<file path="src/rtl/irq_pending_latch.sv">
// Edge-detecting interrupt pending latch with mask and a valid/ack presentation handshake.
// Bit N-1 has the highest priority, matching the downstream priority encoder.
module irq_pending_latch #(
  parameter int unsigned N   = 8,
  parameter int unsigned IDW = 3
) (
  input  logic           clk,
  input  logic           rst,
  input  logic [N-1:0]   req_in,
  input  logic [N-1:0]   mask,
  input  logic           irq_ack,
  input  logic           clr_ovr,
  output logic           irq_valid,
  output logic [IDW-1:0] irq_id,
  output logic [N-1:0]   pending,
  output logic           overrun
);

  typedef enum logic [0:0] {StIdle, StPresent} state_e;

  state_e         state_q;
  logic [N-1:0]   req_prev_q;
  logic [N-1:0]   pending_q, pending_d;
  logic           valid_q;
  logic [IDW-1:0] id_q;
  logic           ovr_q, ovr_d;

  logic [N-1:0]   rise;
  logic [N-1:0]   ack_bit;
  logic [N-1:0]   elig;
  logic           ack_acc;
  logic [IDW-1:0] hi_idx;

  assign rise    = req_in & ~req_prev_q;
  assign ack_acc = (state_q == StPresent) && irq_ack;
  assign elig    = pending_q & ~mask;

  always_comb begin
    ack_bit = '0;
    if (ack_acc) ack_bit[id_q] = 1'b1;
  end

  // A new rise on the bit being acked keeps it pending and is not an overrun.
  always_comb begin
    pending_d = rise | (pending_q & ~ack_bit);
    if (|(rise & pending_q & ~ack_bit)) begin
      ovr_d = 1'b1;
    end else if (clr_ovr) begin
      ovr_d = 1'b0;
    end else begin
      ovr_d = ovr_q;
    end
  end

  // Ascending scan so the highest set bit wins.
  always_comb begin
    hi_idx = '0;
    for (int unsigned i = 0; i < N; i++) begin
      if (elig[i]) hi_idx = IDW'(i);
    end
  end

  always_ff @(posedge clk or posedge rst) begin
    if (rst) begin
      req_prev_q <= '0;
      pending_q  <= '0;
      ovr_q      <= 1'b0;
    end else begin
      req_prev_q <= req_in;
      pending_q  <= pending_d;
      ovr_q      <= ovr_d;
    end
  end

  always_ff @(posedge clk or posedge rst) begin
    if (rst) begin
      state_q <= StIdle;
      valid_q <= 1'b0;
      id_q    <= '0;
    end else begin
      unique case (state_q)
        StIdle: begin
          if (|elig) begin
            state_q <= StPresent;
            valid_q <= 1'b1;
            id_q    <= hi_idx;
          end
        end
        StPresent: begin
          if (irq_ack) begin
            state_q <= StIdle;
            valid_q <= 1'b0;
          end
        end
        default: begin
          state_q <= StIdle;
          valid_q <= 1'b0;
        end
      endcase
    end
  end

  assign irq_valid = valid_q;
  assign irq_id    = id_q;
  assign pending   = pending_q;
  assign overrun   = ovr_q;

endmodule

</file>
<file path="config.mk">
export PLATFORM = sky130hd
export DESIGN_NAME = irq_pending_latch
export DESIGN_NICKNAME = d
export VERILOG_FILES = /design/src/rtl/irq_pending_latch.sv
export SDC_FILE = /design/constraint.sdc
export NUM_CORES = 1
export LEC_CHECK = 0
export CAP_MARGIN = 20
export CORE_MARGIN = 2
export CORE_UTILIZATION = 47
export CTS_BUF_LIST = sky130_fd_sc_hd__clkbuf_4
export DETAILED_ROUTE_END_ITERATION = 16
export PLACE_DENSITY = 0.92
export SLEW_MARGIN = 20
export SYNTH_ARGS = -nofsm -noshare
export SYNTH_HDL_FRONTEND = slang
export SYNTH_SLANG_ARGS = --single-unit
export TNS_END_PERCENT = 10
</file>
<file path="constraint.sdc">
create_clock -name clk -period 2.1 [get_ports clk]
set_clock_uncertainty 0.15 [all_clocks]
set_input_delay 0.21 -clock clk [delete_from_list [all_inputs] [get_ports clk]]
set_output_delay 0.21 -clock clk [all_outputs]
set_load 0.01 [all_outputs]
</file>
==> run_1/met1.png <==
The bar under the picture is 20 µm long. Supply wires on this layer in grey.
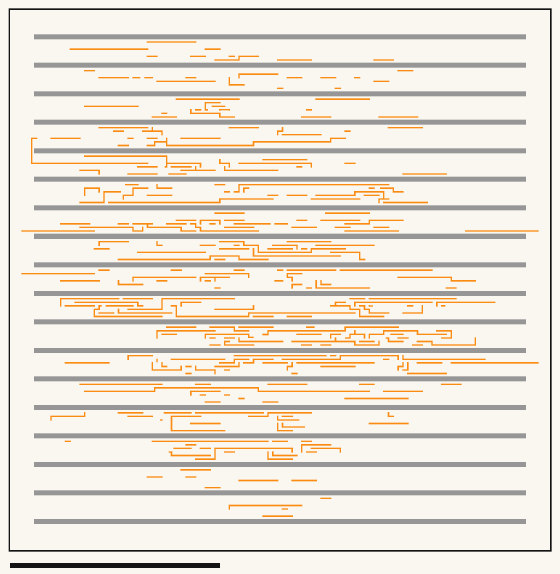
The layer carries 964 µm of wire. The layer holds 41% of the routed length. The longest straight run is 14.3 µm. 140 nets have wire on it. The wires run mostly horizontal.
Vias: 889
M1 GR Usage: 0.260
final WL: 2.35 mm

==> run_1/met2.png <==
The bar under the picture is 20 µm long.
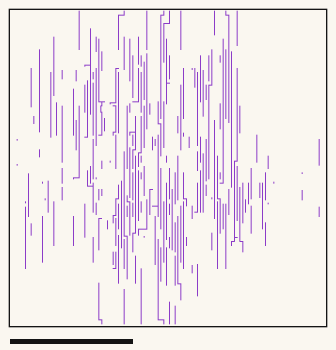
The layer holds 50% of the routed length. The wires run mostly vertical. 136 nets have wire on it. The longest straight run is 23.5 µm. The layer carries 1180 µm of wire.
met2 Usage GRT: 0.340

==> run_1/met3.png <==
Cells faint in the background.
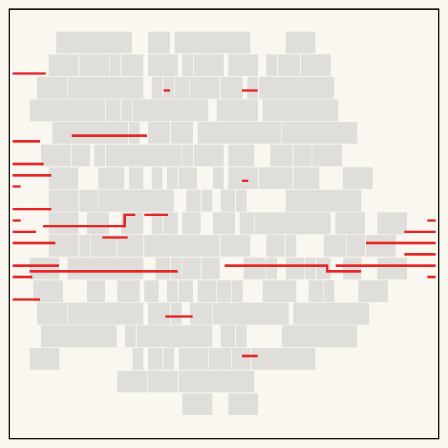
24 nets have wire on it. The longest straight run is 17.5 µm. The layer holds 5.7% of the routed length.
Global Route met3 Usage: 0.0345

==> run_1/final_congestion.png <==
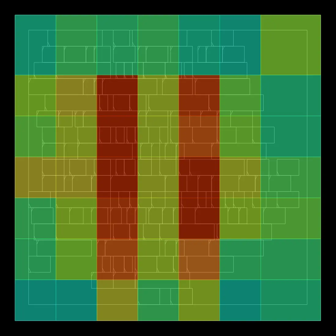
Total GRT Usage: 0.208
Core Util, Final: 0.662

==> ci_impl_report.md, run 1 <==
## Implementation flow summary

| Metric | Value |
|---|---|
| Ys async rst share | `1.00` |
| P_seq | `0.570 mW` |
| Area-dominant class | `sequential cells` |
| Final setup vio count | `0` |
| Yosys adder share | `0` |
| M1 WL | `around 960 µm` |
| Pwr top | `registers` |
| Htree depth | `1` |
| Non-Filler Instances | `167` |
| Row count | `17` |
| Post-route cell area | `0.00144 mm²` |
| RR Endpoint | `irq_id[0]$_DFFE_PP0P_` |
| Clock sinks | `22` |
| Root Buffer Master | `clkbuf_4` |
| GRT busiest layer | `met2` |
| First-pass GRT wire length | `between 4 and 5 mm` |
| Psw | `~0.4 mW` |
| Placed Instances | `164` |
| # Taps | `28` |
| Clock transition at path regs | `approximately 0.11 ns` |
| Status | `finished clean` |
| Clk cell area share | `0.0157` |
| Fin. Hold Viols | `0` |
| Total power | `between 1 and 1.5 mW` |
| CP Class | `reg2out` |
| DP Area | `roughly 0.0014 mm²` |
| Flop share of the area | `0.383` |
| Die footprint | `0.00265 mm²` |
| Int Power | `0.780 mW` |
| Post-DRT Antenna Nets | `0` |
| # hold bufs at CTS | `0` |
| Worst Reg-to-Reg Cells | `4` |
| Share of cells above drive strength 1 | `0.0647` |
| Detailed Routing Iterations Pass 1 | `4` |
| Chip Width | `51.5 µm` |
| Avg Cell Area, Syn | `around 10 µm²` |
| Yosys chip area | `between 0.001 and 0.0015 mm²` |
| Flip-flops | `22` |
| Grt total ovfl | `0` |
| Signal buffers | `33` |
| Net Count, Synth | `125` |
| Switching Share | `0.333` |
| Arr. time, crit path | `around 1.4 ns` |
| Commonest Layout Cell | `clkdlybuf4s50_1` |
| Met2 Wirelength | `1.18 mm` |
| Area growth syn-to-layout | `35.4%` |
| Top logic family | `simple AND/OR/NAND/NOR gates` |
| FP Util | `0.489` |
| Final Max Tran Viols | `0` |
| Final Critical Period | `approximately 1.8 ns` |
| FMAX | `approximately 0.56 GHz` |
| Max incr delay on CP | `0.60 ns` |
| Diode count | `0` |
| Cell family with most CP delay | `buffers and inverters` |
| Bufs on Longest Clock Path | `2` |
| Dominant flop cell | `dfrtp_1` |
| Final TNS setup | `0 ns` |
| CTS tree | `built` |
| Pin count of the biggest net entering global routing | `23` |
| DRC | `0` |
| Fin crit share | `0.847` |
| DP HPWL | `approximately 1.8 mm` |
| Clock network fraction of design power | `0.161` |
| Core Region | `about 0.0022 mm²` |
| Tightest Pin Transition | `between 0.3 and 0.4 ns` |
| Post-synth tally of flip-flops with integrated enable | `0` |
| Non-clock buffer area fraction after layout | `0.228` |
| Max cap viols | `0` |
| Power Dens Cells | `814 mW/mm²` |
| Critical path fanouts, max | `9` |
| Antenna violations before repair | `0` |
| Synth unique cells | `29` |
| Synth Cell Area | `about 0.0011 mm²` |
| Mux share | `0.0307` |
| Post-synthesis cell count | `~110` |
| Worst Path Buf+Inv | `1` |
| CP Launch Point | `irq_id[1]$_DFFE_PP0P_` |
| I/O pins | `33` |
| Cell Chain, Critical Path | `clkdlybuf4s50_1` |
| Tool Warnings | `26` |
| Gp weighted congestion | `roughly 0.86` |
| Number of global-route vias before repair | `922` |
| CP required | `about 1.7 ns` |
| Post-Synth XOR/XNOR Area | `0` |
| Invs w/o clock | `11` |
| CTS resizes | `0` |
## run 1: state kept, by name (all words and copies together) (netlist names)
signal,count
req_prev_q,8
overrun,1
pending,8
irq_id,3
irq_valid,1
state_q,1
## run 1: metrics by stage
stage,setup slack [ns],hold WS [ns]
after floorplan,0.471,0.0492
after global placement,0.229,0.281
after detailed placement,0.152,0.295
after CTS,0.315,0.0699
after global routing,0.259,0.0904
final,0.321,0.0642
## run 1: Yosys cell counts, drive strengths merged, types with 2 or more instances
library cell,n,area [µm²]
dfrtp,22,551
nand2,15,56.3
inv,11,41.3
nor2b,10,70.1
a21oi,7,38.8
o21ai,7,35.0
nand3b,6,45.0
nor2,3,11.3
a31oi,2,12.5
buf,2,10.0
mux2,2,22.5
nand3,2,10.0
nor4,2,27.5
o21a,2,15.0
o31ai,2,15.0
==> run 2, diff against run 1 <==
--- a/config.mk
+++ b/config.mk
@@ -6,11 +6,12 @@
 export NUM_CORES = 1
 export LEC_CHECK = 0
 export CAP_MARGIN = 20
+export CORE_ASPECT_RATIO = 1.75
 export CORE_MARGIN = 2
-export CORE_UTILIZATION = 47
+export CORE_UTILIZATION = 43
 export CTS_BUF_LIST = sky130_fd_sc_hd__clkbuf_4
 export DETAILED_ROUTE_END_ITERATION = 16
-export PLACE_DENSITY = 0.92
+export PLACE_DENSITY = 0.89
 export SLEW_MARGIN = 20
 export SYNTH_ARGS = -nofsm -noshare
 export SYNTH_HDL_FRONTEND = slang
==> constraint.sdc (replaced) <==
create_clock -name clk -period 1.4 [get_ports clk]
set_clock_uncertainty 0.15 [all_clocks]
set_input_delay 0.14 -clock clk [delete_from_list [all_inputs] [get_ports clk]]
set_output_delay 0.14 -clock clk [all_outputs]
set_load 0.01 [all_outputs]
==> ci_impl_report.md, run 2 <==
## Implementation flow summary

| Metric | Value |
|---|---|
| # hold bufs at CTS | `1` |
| DP Area | `~0.0016 mm²` |
| Top cells by area, synth | `dfrtp_1 52%, nand2_1 5.3%, nor2b_1 5.3%` |
| Int Power | `between 1 and 1.5 mW` |
| Max cap viols | `0` |
| RR Endpoint | `irq_id[0]$_DFFE_PP0P_` |
| Worst reg-to-reg setup slack | `-0.22 ns` |
| Post-route cell area | `0.00174 mm²` |
| Pwr top | `combinational cells` |
| Top cell area share | `0.519` |
| Worst Hold Path Cells | `1` |
| FP Util | `0.461` |
| Num CTS Buffers | `3` |
| Failing checks | `negative setup slack` |
| Htree depth | `1` |
| Commonest Layout Cell | `buf_4` |
| CP Launch Point | `pending[1]$_DFF_PP0_` |
| Chip Width | `a little over 40 µm` |
| CTS tree | `built` |
| Cell family with most CP delay | `AND-OR/OR-AND gates` |
| Total GRT Usage | `0.239` |
| Crit. End Element | `flip-flop` |
| Gp weighted congestion | `about 0.87` |
| Status | `complete, but fails checks` |
| Met2 Usage GRT | `0.436` |
| CP Class | `reg2reg` |
| Post-synth top area cell | `dfrtp_1` |
| Dominant flop cell | `dfrtp_1` |
| Placed Instances | `about 190` |
| Non-Filler Instances | `around 200` |
| Switching Share | `0.339` |
| Setup WS pre-CTS | `-0.471 ns` |
| Final Critical Period | `~1.6 ns` |
| # fillers | `approximately 170` |
| Grt total ovfl | `0` |
| Psw | `a little over 0.7 mW` |
| Pin count of the biggest net entering global routing | `23` |
| Antenna violations before repair | `0` |
| Final Max Tran Viols | `0` |
| Detailed Routing Iterations Pass 1 | `4` |
| Synth cell count leaders | `22 x dfrtp_1, 15 x nand2_1, 10 x inv_1` |
| Synth Cell Area | `around 0.0011 mm²` |
| Final hold slack | `roughly 0.11 ns` |
| Clock transition at path regs | `roughly 0.13 ns` |
| Core Util, Final | `0.757` |
| Post-route setup slack | `-0.219 ns` |
| Number of global-route vias before repair | `1183` |
| Comb. pwr | `about 1.0 mW` |
| Synth unique cells | `29` |
| M1 WL | `roughly 1.1 mm` |
| Share of cells above drive strength 1 | `0.383` |
| Diode count | `0` |
| Final setup vio count | `7` |
| FMAX | `about 0.6 GHz` |
| Worst Path Buf+Inv | `0` |
| Final TNS setup | `-1.14 ns` |
| Ys async rst share | `1.00` |
| Post-DRT Antenna Nets | `0` |
| Row count | `23` |
| Core Region | `0.00230 mm²` |
| CTS resizes | `approximately 42` |
| First-pass GRT wire length | `~5.3 mm` |
| Fin. Hold Viols | `0` |
| CP required | `between 1 and 1.5 ns` |
| DRC | `0` |
| Max incr delay on CP | `roughly 0.40 ns` |
| Root Buffer Master | `clkbuf_4` |
| Met2 Wirelength | `about 1.8 mm` |
| DP HPWL | `2.33 mm` |
| Register area | `about 550 µm²` |
| Critical path fanouts, max | `3` |
| Cell Chain, Critical Path | `nor2b_4 -> a2111oi_4 -> a21oi_2 -> mux2_4` |
| Fin crit share | `1.16` |
| P_seq | `between 0.8 and 0.9 mW` |
| Tool Warnings | `29` |
| Tightest Pin Transition | `a little under 0.3 ns` |
| Worst Reg-to-Reg Cells | `4` |
| Avg Cell Area, Syn | `just over 10 µm²` |
| Area growth syn-to-layout | `64.3%` |
run 2: cell counts after synthesis:
Identical to the previous run, type by type.
run 2: area by class of cell:
cell class	instances	area share
Timing Repair Buffer	68	0.332
Sequential cell	22	0.317
Multi-Input combinational cell	70	0.294
Inverter	11	0.0237
Tap cell	25	0.0179
Clock buffer	3	0.0129
Clock inverter	1	0.00215
run 2: cells by family (layout without fill, tap and decap cells):
| family | after synthesis | in the layout | share of synthesized area |
|---|---|---|---|
| AND/OR/NAND/NOR | 43 | 43 | 0.243 |
| flip-flops | 22 | 22 | 0.519 |
| buffers and inverters | 13 | 83 | 0.0483 |
| AND-OR/OR-AND | 24 | 24 | 0.159 |
| multiplexers | 3 | 3 | 0.0307 |
==> run_2/met3.png <==
Cells faint in the background.
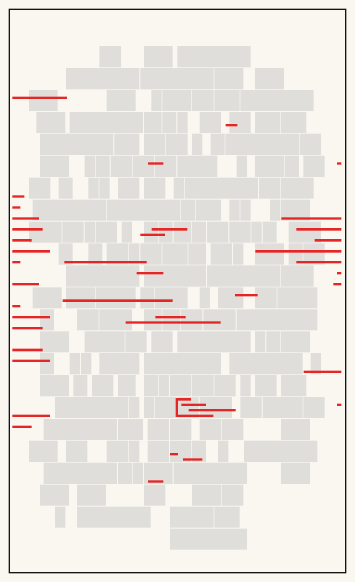
The wires run mostly horizontal. The layer carries 158 µm of wire. The layer holds 5.1% of the routed length.
Vias: 1062
final WL: 3.09 mm
Global Route met3 Usage: 0.0391

==> run_2/met1.png <==
The bar under the picture is 10 µm long. Supply wires on this layer in grey.
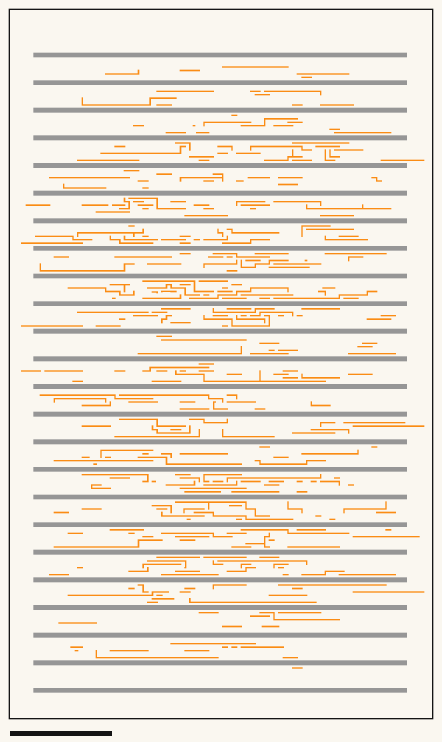
168 nets have wire on it. The wires run mostly horizontal. The layer holds 34% of the routed length.
M1 GR Usage: 0.242

==> run 3, diff against run 2 <==
--- a/config.mk
+++ b/config.mk
@@ -11,7 +11,7 @@
 export CORE_UTILIZATION = 43
 export CTS_BUF_LIST = sky130_fd_sc_hd__clkbuf_4
 export DETAILED_ROUTE_END_ITERATION = 16
-export PLACE_DENSITY = 0.89
+export PLACE_DENSITY_LB_ADDON = 0.2
 export SLEW_MARGIN = 20
 export SYNTH_ARGS = -nofsm -noshare
 export SYNTH_HDL_FRONTEND = slang
==> ci_impl_report.md, run 3 <==
## Implementation flow summary

| Metric | Value |
|---|---|
| CP required | `~1.4 ns` |
| Yosys adder share | `0` |
| DRC | `0` |
| Max incr delay on CP | `around 0.43 ns` |
| Ys async rst share | `1.00` |
| Failing checks | `negative setup slack` |
| Die footprint | `between 0.002 and 0.003 mm²` |
| Int Power | `approximately 1.4 mW` |
| GRT busiest layer | `met2` |
| Core Region | `about 0.0023 mm²` |
| Final setup vio count | `6` |
| Tightest Pin Transition | `between 0.3 and 0.4 ns` |
| Post-synth top area cell | `dfrtp_1` |
| Post-route setup slack | `-0.242 ns` |
| Htree depth | `1` |
| Row count | `23` |
| CTS tree | `built` |
| Basic Gates by Area | `0.243` |
| Synth Cell Area | `0.00106 mm²` |
| Root Buffer Master | `clkbuf_4` |
| Final Max Tran Viols | `0` |
| Clock transition at path regs | `approximately 0.11 ns` |
| Clock sinks | `22` |
| Pin count of the biggest net entering global routing | `23` |
| Detailed Routing Iterations Pass 1 | `4` |
| Comb. pwr | `0.967 mW` |
| Worst reg-to-reg setup slack | `-0.24 ns` |
| Final hold slack | `0.0128 ns` |
| Final Critical Period | `roughly 1.6 ns` |
| FP Util | `0.461` |
| Final TNS setup | `-1.18 ns` |
| Post-synthesis cell count | `roughly 110` |
| Synth unique cells | `29` |
| # fillers | `between 150 and 200` |
| P_seq | `about 0.8 mW` |
| First-pass GRT wire length | `4.80 mm` |
| Grt total ovfl | `0` |
| CP Class | `reg2reg` |
| Status | `complete, but fails checks` |
| Placed Instances | `slightly below 200` |
| Final WL | `2.93 mm` |
| Share of cells above drive strength 1 | `0.358` |
| Commonest Layout Cell | `buf_4` |
| Power Dens Cells | `roughly 1200 mW/mm²` |
| Chip Width | `approximately 42 µm` |
| Post-synth tally of flip-flops with integrated enable | `0` |
| Yosys chip area | `approximately 0.0011 mm²` |
| Bufs on Longest Clock Path | `2` |
| Pwr top | `combinational cells` |
run 3: cell counts after synthesis:
Identical to the previous run, type by type.
run 3: timing repair:
item / CTS / global route
hold buffers: 0 / 0
gates cloned: 0 / 0
endpoints found under the setup margin: 22 / 14
buffers inserted: 4 / 0
pin swaps: 2 / 3
gates resized: 32 / 12
run 3: layout make-up:
cell class | count | share of cell area
clock buffers | 3 | 0.0130
inverters | 11 | 0.0238
multi-input cells | 70 | 0.290
flip-flops and latches | 22 | 0.317
well taps | 25 | 0.0180
repair buffers | 70 | 0.338
run 3: stage by stage:
stage	instance area, µm²	total power, mW
after floorplan	1080	1.18
after global placement	1680	1.73
after detailed placement	1680	1.77
after CTS	1730	2.06
after global routing	1730	2.17
final	1730	2.06
==> run_3/met2.png <==
The bar under the picture is 10 µm long.
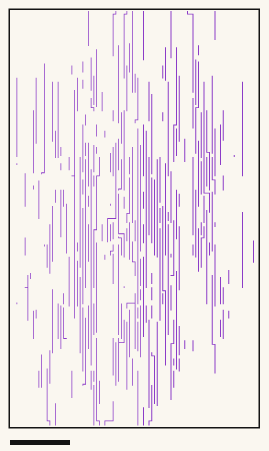
The layer carries 1660 µm of wire. The longest straight run is 38.1 µm. 178 nets have wire on it. The layer holds 57% of the routed length. The wires run mostly vertical.
Vias: 1021
met2 Usage GRT: 0.389

==> run_3/clock_map.png <==
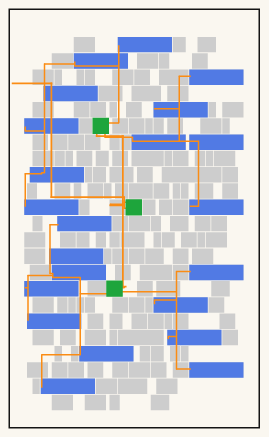
cells driving clock nets: in green, count 3. clock wires: in orange, length 280 µm. flip-flops: in blue, count 22.
There are 4 routed clock nets.
Clk Latency, worst-skew pair: 0.31 ns
clock network fraction of design power: 0.141
clk pwr: 0.290 mW

Power and IR drop assume default switching activity.
